==> src/rtl/netlist_eval_pkg.sv <==
// netlist_eval_pkg: opcodes, FSM states and the gate-record layout shared by the evaluator
package netlist_eval_pkg;
    localparam int ID_W = 4;
    typedef enum logic [2:0] {
        OP_VCC, OP_GND, OP_BUF, OP_NOT, OP_AND2, OP_OR2, OP_XOR2, OP_NOP
    } op_e;
    typedef enum logic [1:0] {S_IDLE, S_CAPT, S_EVAL} state_e;
    typedef struct packed {
        op_e             op;
        logic [ID_W-1:0] in0;
        logic [ID_W-1:0] in1;
        logic [ID_W-1:0] out;
        logic            last;
    } rec_t;
endpackage

==> src/rtl/netlist_eval_gate_alu.sv <==
// gate_alu: combinational evaluation of one netlist primitive
module gate_alu
    import netlist_eval_pkg::*;
(
    input  op_e  op,
    input  logic a,
    input  logic b,
    output logic y
);
    // primitive truth function; NOP yields 0 and is never written back
    always_comb begin
        y = op == OP_VCC  ? 1'b1 :
            op == OP_GND  ? 1'b0 :
            op == OP_BUF  ? a :
            op == OP_NOT  ? ~a :
            op == OP_AND2 ? a & b :
            op == OP_OR2  ? a | b :
            op == OP_XOR2 ? a ^ b : 1'b0;
    end
endmodule

==> src/rtl/netlist_eval.sv <==
// netlist_eval: streams gate records and evaluates them in order against a flat net file
module netlist_eval
    import netlist_eval_pkg::*;
#(
    parameter int NET_W = ID_W,
    parameter int CNT_W = 8
) (
    input  logic             clk,
    input  logic             rst,
    input  logic             rec_valid,
    output logic             rec_ready,
    input  logic [2:0]       rec_op,
    input  logic [NET_W-1:0] rec_in0,
    input  logic [NET_W-1:0] rec_in1,
    input  logic [NET_W-1:0] rec_out,
    input  logic             rec_last,
    input  logic             inp_we,
    input  logic [NET_W-1:0] inp_addr,
    input  logic             inp_data,
    input  logic [NET_W-1:0] rd_addr,
    output logic             rd_data,
    output logic             busy,
    output logic             done,
    output logic             err,
    output logic [CNT_W-1:0] gate_cnt
);
    state_e               state_q, state_d;
    rec_t                 rec_q;
    logic [2**NET_W-1:0]  net_q;
    logic                 accept;
    logic                 y;

    gate_alu u_alu (
        .op(rec_q.op),
        .a (net_q[NET_W'(rec_q.in0)]),
        .b (net_q[NET_W'(rec_q.in1)]),
        .y (y)
    );

    assign rd_data = net_q[rd_addr];

    // handshake, busy window and next state; ready depends only on state
    always_comb begin
        rec_ready = state_q != S_EVAL;
        accept    = rec_ready & rec_valid;
        busy      = state_q != S_IDLE || accept;
        state_d   = accept ? S_EVAL :
                    state_q == S_EVAL ? (rec_q.last ? S_IDLE : S_CAPT) : state_q;
    end

    // state, record latch, net-file writes, counters and flags
    always_ff @(posedge clk) begin
        if (rst) begin
            state_q  <= S_IDLE;
            rec_q    <= '0;
            net_q    <= '0;
            done     <= 1'b0;
            err      <= 1'b0;
            gate_cnt <= '0;
        end else begin
            state_q <= state_d;
            done    <= state_q == S_EVAL && rec_q.last;
            if (accept)
                rec_q <= '{op: op_e'(rec_op), in0: ID_W'(rec_in0), in1: ID_W'(rec_in1),
                           out: ID_W'(rec_out), last: rec_last};
            if (state_q == S_EVAL && rec_q.op != OP_NOP) begin
                net_q[NET_W'(rec_q.out)] <= y;
                gate_cnt <= gate_cnt + CNT_W'(gate_cnt != '1);
            end
            if (inp_we && busy)
                err <= 1'b1;
            else if (inp_we)
                net_q[inp_addr] <= inp_data;
        end
    end
endmodule

==> config.mk <==
export PLATFORM = sky130hd
export DESIGN_NAME = netlist_eval
export DESIGN_NICKNAME = d
export VERILOG_FILES = /design/src/rtl/netlist_eval_pkg.sv /design/src/rtl/netlist_eval_gate_alu.sv /design/src/rtl/netlist_eval.sv
export SDC_FILE = /design/constraint.sdc
export NUM_CORES = 1
export LEC_CHECK = 0
export ABC_AREA = 1
export CORE_ASPECT_RATIO = 1.1
export CORE_MARGIN = 8
export CORE_UTILIZATION = 40
export CTS_CLUSTER_DIAMETER = 60
export CTS_CLUSTER_SIZE = 10
export DETAILED_ROUTE_END_ITERATION = 8
export PLACE_DENSITY = 0.63
export SYNTH_ARGS = -nofsm -noshare
export SYNTH_HDL_FRONTEND = slang
export SYNTH_SLANG_ARGS = --single-unit
==> constraint.sdc <==
create_clock -name clk -period 3.56 [get_ports clk]
set_input_delay 0.89 -clock clk [delete_from_list [all_inputs] [get_ports clk]]
set_output_delay 0.89 -clock clk [all_outputs]
set_load 0.005 [all_outputs]
==> deck_impl_summary.md, run 1 <==
Flow Results at a Glance

Worst setup path
  – Type of the worst setup path: in -> out
  – Buffer-and-inverter tally for the worst setup path: 2
  – Startpoint Class: input pin

STA
  – Slew at the pin closest to its max-slew limit: approximately 0.88 ns
  – Final total negative setup slack: 0 ns
  – Slew Limit Fails: 0
  – Min Hold Slack: around 0.47 ns
  – Fin worst setup slack: 0.221 ns
  – Fin crit period: approximately 3.3 ns

Place
  – RePlAce Congestion: 0.818
  – Pre-CTS setup slack: -0.0568 ns

Finish
  – Sequential cell count: 44
  – Layout buffering overhead excluding clock cells: between 10% and 20%

Power and ir drop
  – Leak Pwr: 1.17 nW
  – Switching fraction of total power: ~30%
  – Cell-internal power: 831 uW

Job
  – Max-cap violations: 0

Clock tree
  – CTS Root Buffer Type: sky130_fd_sc_hd__clkbuf_8

Floorplan
  – Boundary Pins: ~42

Synth
  – MUX area fraction: 0%
  – Number of standard cells after synthesis: 407
  – Leading register cell type out of synthesis: sky130_fd_sc_hd__dfxtp_1
  – Xor/xnor share of the synthesized area: 0%
  – Tally of unique sky130hd cells used after synthesis: 32

Run status
  – Status: finished clean
==> run 1: path summary, 6_finish.rpt <==
check,slack (ns),endpoint,cells after the start,from
worst max register to register,0.95,net_q[9]$_SDFF_PP0_,13,rec_q[5]$_SDFFE_PP0P_
worst max-delay path,0.22,rd_data,6,rd_addr[0]
worst min register to register,0.47,err$_SDFFE_PP0P_,2,err$_SDFFE_PP0P_
worst min-delay path,0.47,err$_SDFFE_PP0P_,2,err$_SDFFE_PP0P_
==> run 1: power groups by stage <==
stage / Sequential, mW / Combinational, mW / Clock (mW)
6_report: 0.546 / 0.258 / 0.386
5_1_grt: 0.551 / 0.288 / 0.419
4_1_cts: 0.545 / 0.259 / 0.393
3_5_place_dp: 0.557 / 0.258 / 0
3_3_place_gp: 0.556 / 0.255 / 0
2_1_floorplan: 0.544 / 0.188 / 0
==> run 1: sequential cells by signal, indices dropped and copies added, names as in the netlist <==
name / count
net_q: 16
rec_q: 16
gate_cnt: 8
state_q: 2
done: 1
err: 1
==> run 1: worst register-to-register path, stage by stage, from the launching register on <==
cell and delay, ns:
sky130_fd_sc_hd__dfxtp_1 0.61, sky130_fd_sc_hd__a21oi_1 0.12, sky130_fd_sc_hd__o21ai_0 0.09, sky130_fd_sc_hd__nand2_1 0.07, sky130_fd_sc_hd__o221ai_1 0.22, sky130_fd_sc_hd__nand2_1 0.11
sky130_fd_sc_hd__inv_1 0.07, sky130_fd_sc_hd__ha_1 0.22, sky130_fd_sc_hd__o21ai_1 0.12, sky130_fd_sc_hd__o21ai_0 0.09, sky130_fd_sc_hd__a22oi_1 0.26, sky130_fd_sc_hd__nand3_4 0.28
sky130_fd_sc_hd__nand3_1 0.16, sky130_fd_sc_hd__a21oi_1 0.09
run_1/clk_routes.png
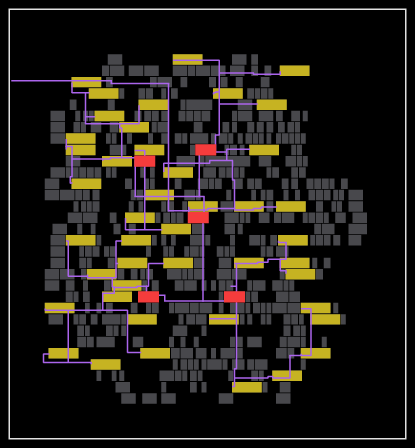
- clock wires: purple (length 624 microns)
- flip-flops: yellow (count 44)
- clock drivers: red (count 5)
- routed clock nets: 6
Clock net power: 386 uW
clock power share: 32.5%
latest clock arrival within the worst-skew pair: 0.30 ns
Layout Skew: 0.00550 ns

run_1/wires.png
The bar under the picture is 20 microns long.
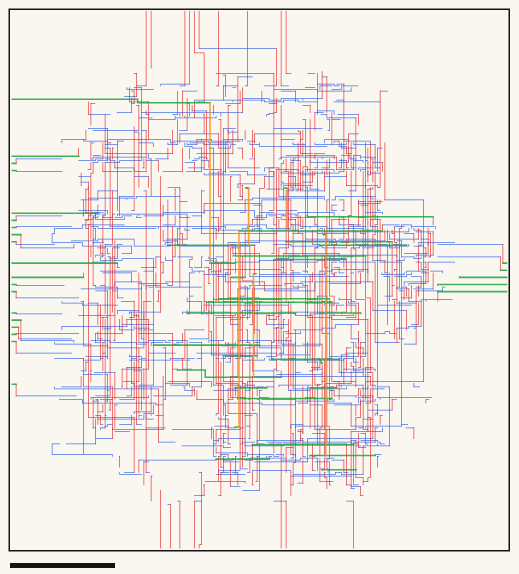
- metal 3: green (wire length 515 microns)
- metal 1: blue (wire length 3230 microns)
- metal 2: red (wire length 3650 microns)
- metal 4: orange (wire length 149 microns)
Detailed Route WL: 7540 microns
Via Count: 2828

run_1/logic_types.png
The bar under the picture is 20 microns long.
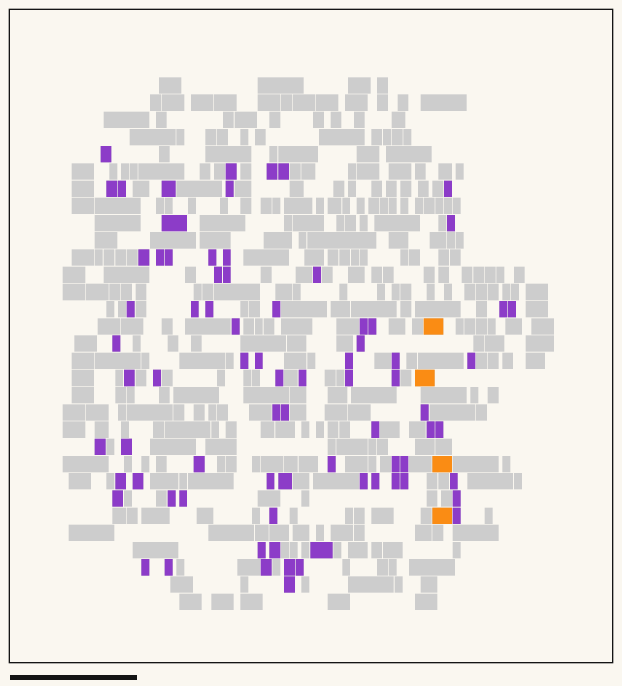
- AND-OR and OR-AND gates: orange (cells 4)
- NOR gates: purple (cells 77)
count of placed standard cells in the final layout, fillers left out: 524
fraction of area in multi-input gates: 47.1%

run_1/cell_density.png
The die is cut into 10 by 10 equal tiles; dark blue is low, red is high, 0 to 100% covered.
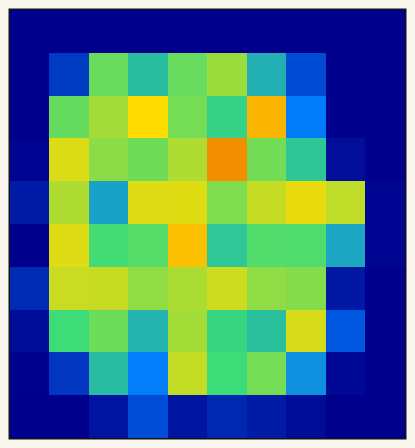
- tiles over 75% full: 3.0%
- fullest tile: 84%
- emptiest ninth of the die: north-east
Starting Density: 41.5%
total core area: 6630 sq um

--- run 2 (diff from run 1) ---
--- a/config.mk
+++ b/config.mk
@@ -6,12 +6,14 @@
 export NUM_CORES = 1
 export LEC_CHECK = 0
 export ABC_AREA = 1
+export ABC_CLOCK_PERIOD_IN_PS = 3560
 export CORE_ASPECT_RATIO = 1.1
 export CORE_MARGIN = 8
 export CORE_UTILIZATION = 40
 export CTS_CLUSTER_DIAMETER = 60
 export CTS_CLUSTER_SIZE = 10
 export DETAILED_ROUTE_END_ITERATION = 8
+export GPL_ROUTABILITY_DRIVEN = 0
 export PLACE_DENSITY = 0.63
 export SYNTH_ARGS = -nofsm -noshare
 export SYNTH_HDL_FRONTEND = slang
==> run 2 against run 1 <==
Clock skew did not move. Sequential power barely moved. Highest routed layer unchanged. Sequential share of layout area did not move. Cell area did not move. Clock-buffer cell count did not move. Via count did not move.
==> deck_impl_summary.md, run 2 <==
Flow Results at a Glance

Power and ir drop
  – Logic power comb: 258 uW (about the same)
  – Leak Pwr: 1.17 nW (unchanged)
  – Switching fraction of total power: 30.1% (unchanged)
  – Clock power share: 32.5% (about the same)
  – Power Sequential: 546 uW (about the same)
  – Pwr top: registers

STA
  – Slew at the pin closest to its max-slew limit: 0.878 ns (unchanged)
  – Layout Skew: 0.00550 ns (unchanged)

Worst setup path
  – Register-to-Register Path Depth: 13 (unchanged)
  – Capture point of the worst reg-to-reg path: net_q[9]$_SDFF_PP0_
  – Startpoint Class: input pin
  – Setup slack on the worst flop-to-flop path: 0.95 ns (about the same)

Floorplan
  – Starting Density: 41.5% (unchanged)
  – Total core area: 6630 sq um (unchanged)
  – Boundary Pins: 42 (unchanged)

Clock tree
  – CTS Root Buffer Type: sky130_fd_sc_hd__clkbuf_8
  – Latest clock arrival within the worst-skew pair: 0.30 ns (about the same)

Synth
  – Xor/xnor share of the synthesized area: 0% (unchanged)
  – Number of standard cells after synthesis: 407 (unchanged)
  – MUX area fraction: 0% (unchanged)
  – Tally of unique sky130hd cells used after synthesis: 32 (unchanged)

Finish
  – Count of placed standard cells in the final layout, fillers left out: 524 (unchanged)

Run status
  – Status: finished clean
==> run 2: cell counts after synthesis <==
No cell type changed its count.
==> run 2: per-stage QoR <==
stage | worst slack (ns) | TNS (ns) | hold WS (ns)
global route | 0.0859 | 0 | 0.517
floorplan | 1.08 | 0 | 0.439
finish | 0.221 | 0 | 0.475
CTS | 0.0894 | 0 | 0.483
global placement | 0.00354 | 0 | 0.454
detailed placement | -0.0568 | -0.0568 | 0.462
==> run 2: cell families (layout without fill, tap and decap cells) <==
group	Yosys count	in the layout
adder cells (fa/ha/maj)	4	4
AND-OR/OR-AND	122	122
buffers and inverters	76	111
AND/OR/NAND/NOR	161	161
flip-flops	44	44
==> run 2: worst min-delay path by stage <==
stage	startpoint	to	slack (ns)	cells past startpoint
final	err$_SDFFE_PP0P_	err$_SDFFE_PP0P_	0.47	2
after global routing	rec_q[0]$_SDFFE_PP0P_	done$_SDFF_PP0_	0.52	2
after CTS	err$_SDFFE_PP0P_	err$_SDFFE_PP0P_	0.48	2
after detailed placement	err$_SDFFE_PP0P_	err$_SDFFE_PP0P_	0.46	2
after global placement	err$_SDFFE_PP0P_	err$_SDFFE_PP0P_	0.45	2
after floorplan	rec_q[8]$_SDFFE_PP0P_	rec_q[8]$_SDFFE_PP0P_	0.44	2
==> run 2: area by class of cell <==
class,count,area (sq um)
Timing Repair Buffer,43,427
Fill cell,682,3330
Clock buffer,6,72.6
Inverter,60,228
Multi-Input combinational cell,287,1560
Tap cell,82,103
Clock inverter,2,35.0
Sequential cell,44,881
==> run 2: worst max-delay path, delay by kind of cell <==
| kind | cells | cell delay (ns) |
|---|---|---|
| buffers and inverters | 2 | 0.99 |
| AND-OR/OR-AND | 3 | 0.50 |
| AND/OR/NAND/NOR | 1 | 0.06 |
run_2/logic_types.png
The bar under the picture is 20 microns long.
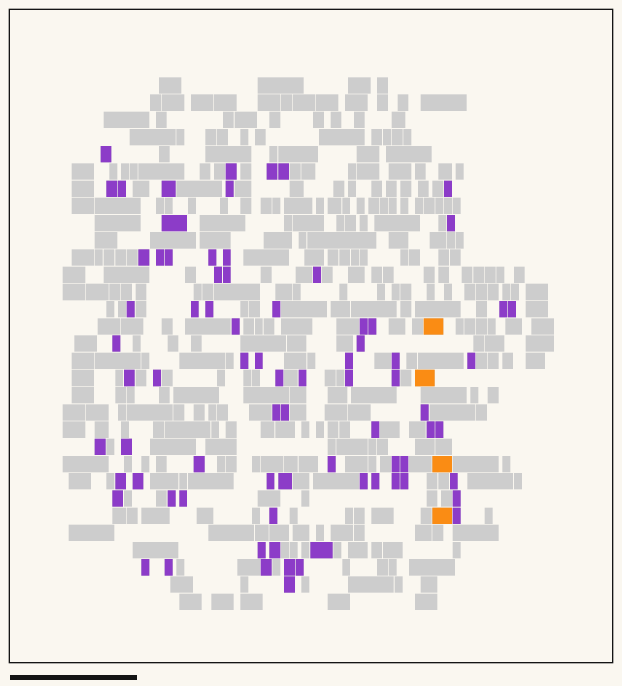
- AND-OR and OR-AND gates: orange (cells 4)
- NOR gates: purple (cells 77)

run_2/cell_density.png
The die is cut into 10 by 10 equal tiles; dark blue is low, red is high, 0 to 100% covered.
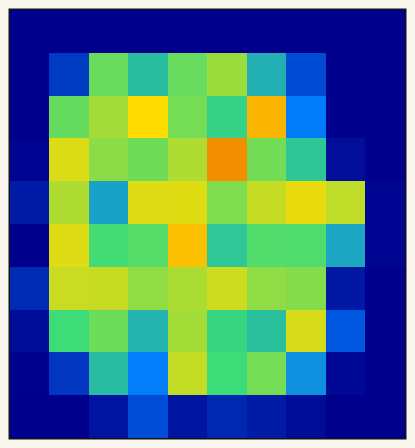
- fullest tile: 84%
- tiles over 75% full: 3.0%
- mean over tiles: 33%
- densest ninth of the die: centre
- nearly empty tiles: 30%
fin util: 49.8%

--- run 3 (diff from run 2) ---
--- a/config.mk
+++ b/config.mk
@@ -14,7 +14,7 @@
 export CTS_CLUSTER_SIZE = 10
 export DETAILED_ROUTE_END_ITERATION = 8
 export GPL_ROUTABILITY_DRIVEN = 0
-export PLACE_DENSITY = 0.63
+export PLACE_DENSITY = 0.62
 export SYNTH_ARGS = -nofsm -noshare
 export SYNTH_HDL_FRONTEND = slang
 export SYNTH_SLANG_ARGS = --single-unit
==> run 3 against run 2 <==
Via count shrank 1.2%. First-iteration DRC count grew 3.2%. Sequential share of layout area shrank 0.14 points. Routed wire length shrank 0.45%. Global-route usage grew 0.089 points. Sequential cell count is the same. Synthesized cell count is the same.
==> deck_impl_summary.md, run 3 <==
Flow Results at a Glance

Power and ir drop
  – Power density cells: around 360 nW/um^2
  – Pwr top: registers
  – Clock power share: 33.4% (+0.9 points)
  – Switching fraction of total power: 30.8% (+0.66 points)
  – Leak Pwr: 1.18 nW (+0.80%)

Synth
  – Number of standard cells after synthesis: 407 (unchanged)
  – Tally of unique sky130hd cells used after synthesis: 32 (unchanged)

Detailed routing
  – Number of DRC markers in iteration 0: 194
  – DRC errors left: 0

Run status
  – Status: finished clean

Finish
  – Count of filler cells inserted in the layout: 699 (+2.5%)
  – Area Growth Syn to Fin: 20.4%
  – Footprint of the multi-input gates: 1560 sq um (unchanged)
  – Storage cell area: 881 sq um (unchanged)

Place
  – Pre-CTS setup slack: 0.0349 ns (+0.0917 ns)

STA
  – Fin worst setup slack: 0.466 ns (+0.245 ns)
  – Final total negative setup slack: 0 ns (unchanged)
  – Slew at the pin closest to its max-slew limit: 0.908 ns (+0.0295 ns)

Floorplan
  – Total core area: 6630 sq um (unchanged)
  – Boundary Pins: 42 (unchanged)

Clock tree
  – Latest clock arrival within the worst-skew pair: 0.30 ns (about the same)

Worst setup path
  – Startpoint Class: input pin
[run 3: cell counts after synthesis]
No cell type changed its count.
[run 3: cell type report]
class,instances,area share (%)
multi-input cells,287,46.9
well taps,82,3.09
clock inverters,3,1.43
inverters,60,6.86
flip-flops and latches,44,26.5
repair buffers,44,13.1
clock buffers,5,2.07
[run 3: per-stage QoR]
step / cells / util, % / hold WS (ns) / cell area, sq um
detailed placement: 517 / 48.2 / 0.473 / 3200
global placement: 517 / 48.2 / 0.459 / 3200
finish: 525 / 50.0 / 0.484 / 3320
floorplan: 407 / - / 0.439 / 2760
global route: 525 / 50.0 / 0.517 / 3320
CTS: 525 / 50.0 / 0.487 / 3320
[run 3: path summary, 6_finish.rpt]
kind	startpoint	endpoint	slack [ns]	cells after the start
setup reg to reg	rec_q[5]$_SDFFE_PP0P_	net_q[9]$_SDFF_PP0_	0.93	11
setup / recovery	rd_addr[1]	rd_data	0.47	6
hold / removal	err$_SDFFE_PP0P_	err$_SDFFE_PP0P_	0.48	2
hold reg to reg	err$_SDFFE_PP0P_	err$_SDFFE_PP0P_	0.48	2
[run 3: critical path, stage by stage]
cell and delay [ns]:
sky130_fd_sc_hd__clkdlybuf4s50_1 0.59, sky130_fd_sc_hd__o21ai_0 0.12, sky130_fd_sc_hd__a21oi_1 0.14, sky130_fd_sc_hd__nor2_1 0.06, sky130_fd_sc_hd__o31ai_1 0.24, sky130_fd_sc_hd__dlymetal6s2s_1 0.17
[run 3: logic make-up after synthesis]
group / count (synthesis) / synth area share, %
and+or+nand+nor: 161 / 28.3
AOI/OAI and AO/OA: 122 / 26.3
buffers and inverters: 76 / 11.6
DFF: 44 / 32.0
adders and majority gates: 4 / 1.82
run_3/cell_density.png
The die is cut into 10 by 10 equal tiles; dark blue is low, red is high, 0 to 100% covered.
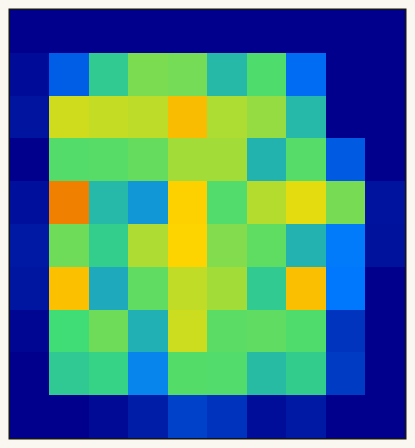
- nearly empty tiles: 25%
- tiles over 75% full: 6.0%
- fullest tile: 86%
fin util: 50.0%

run_3/wires.png
The bar under the picture is 20 microns long.
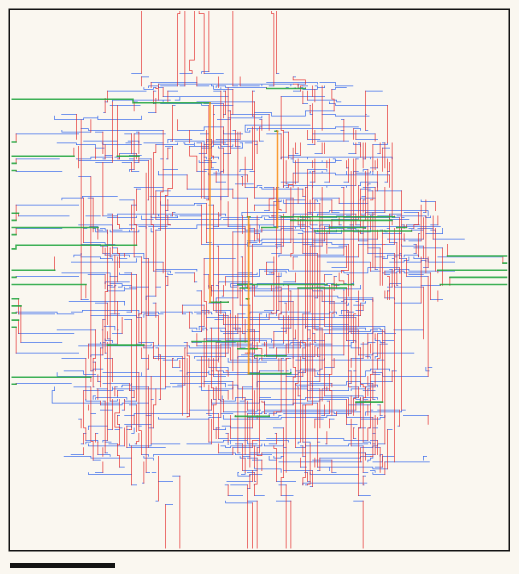
- metal 2: red (wire length 3550 microns)
- metal 1: blue (wire length 3520 microns)
- metal 4: orange (wire length 86.4 microns)
- metal 3: green (wire length 353 microns)
Via Count: 2795
Detailed Route WL: 7510 microns
Global Route Usage Sum: 16.1%
final routed wire length divided by cell count: 14.3 microns

Power and IR drop assume default switching activity.
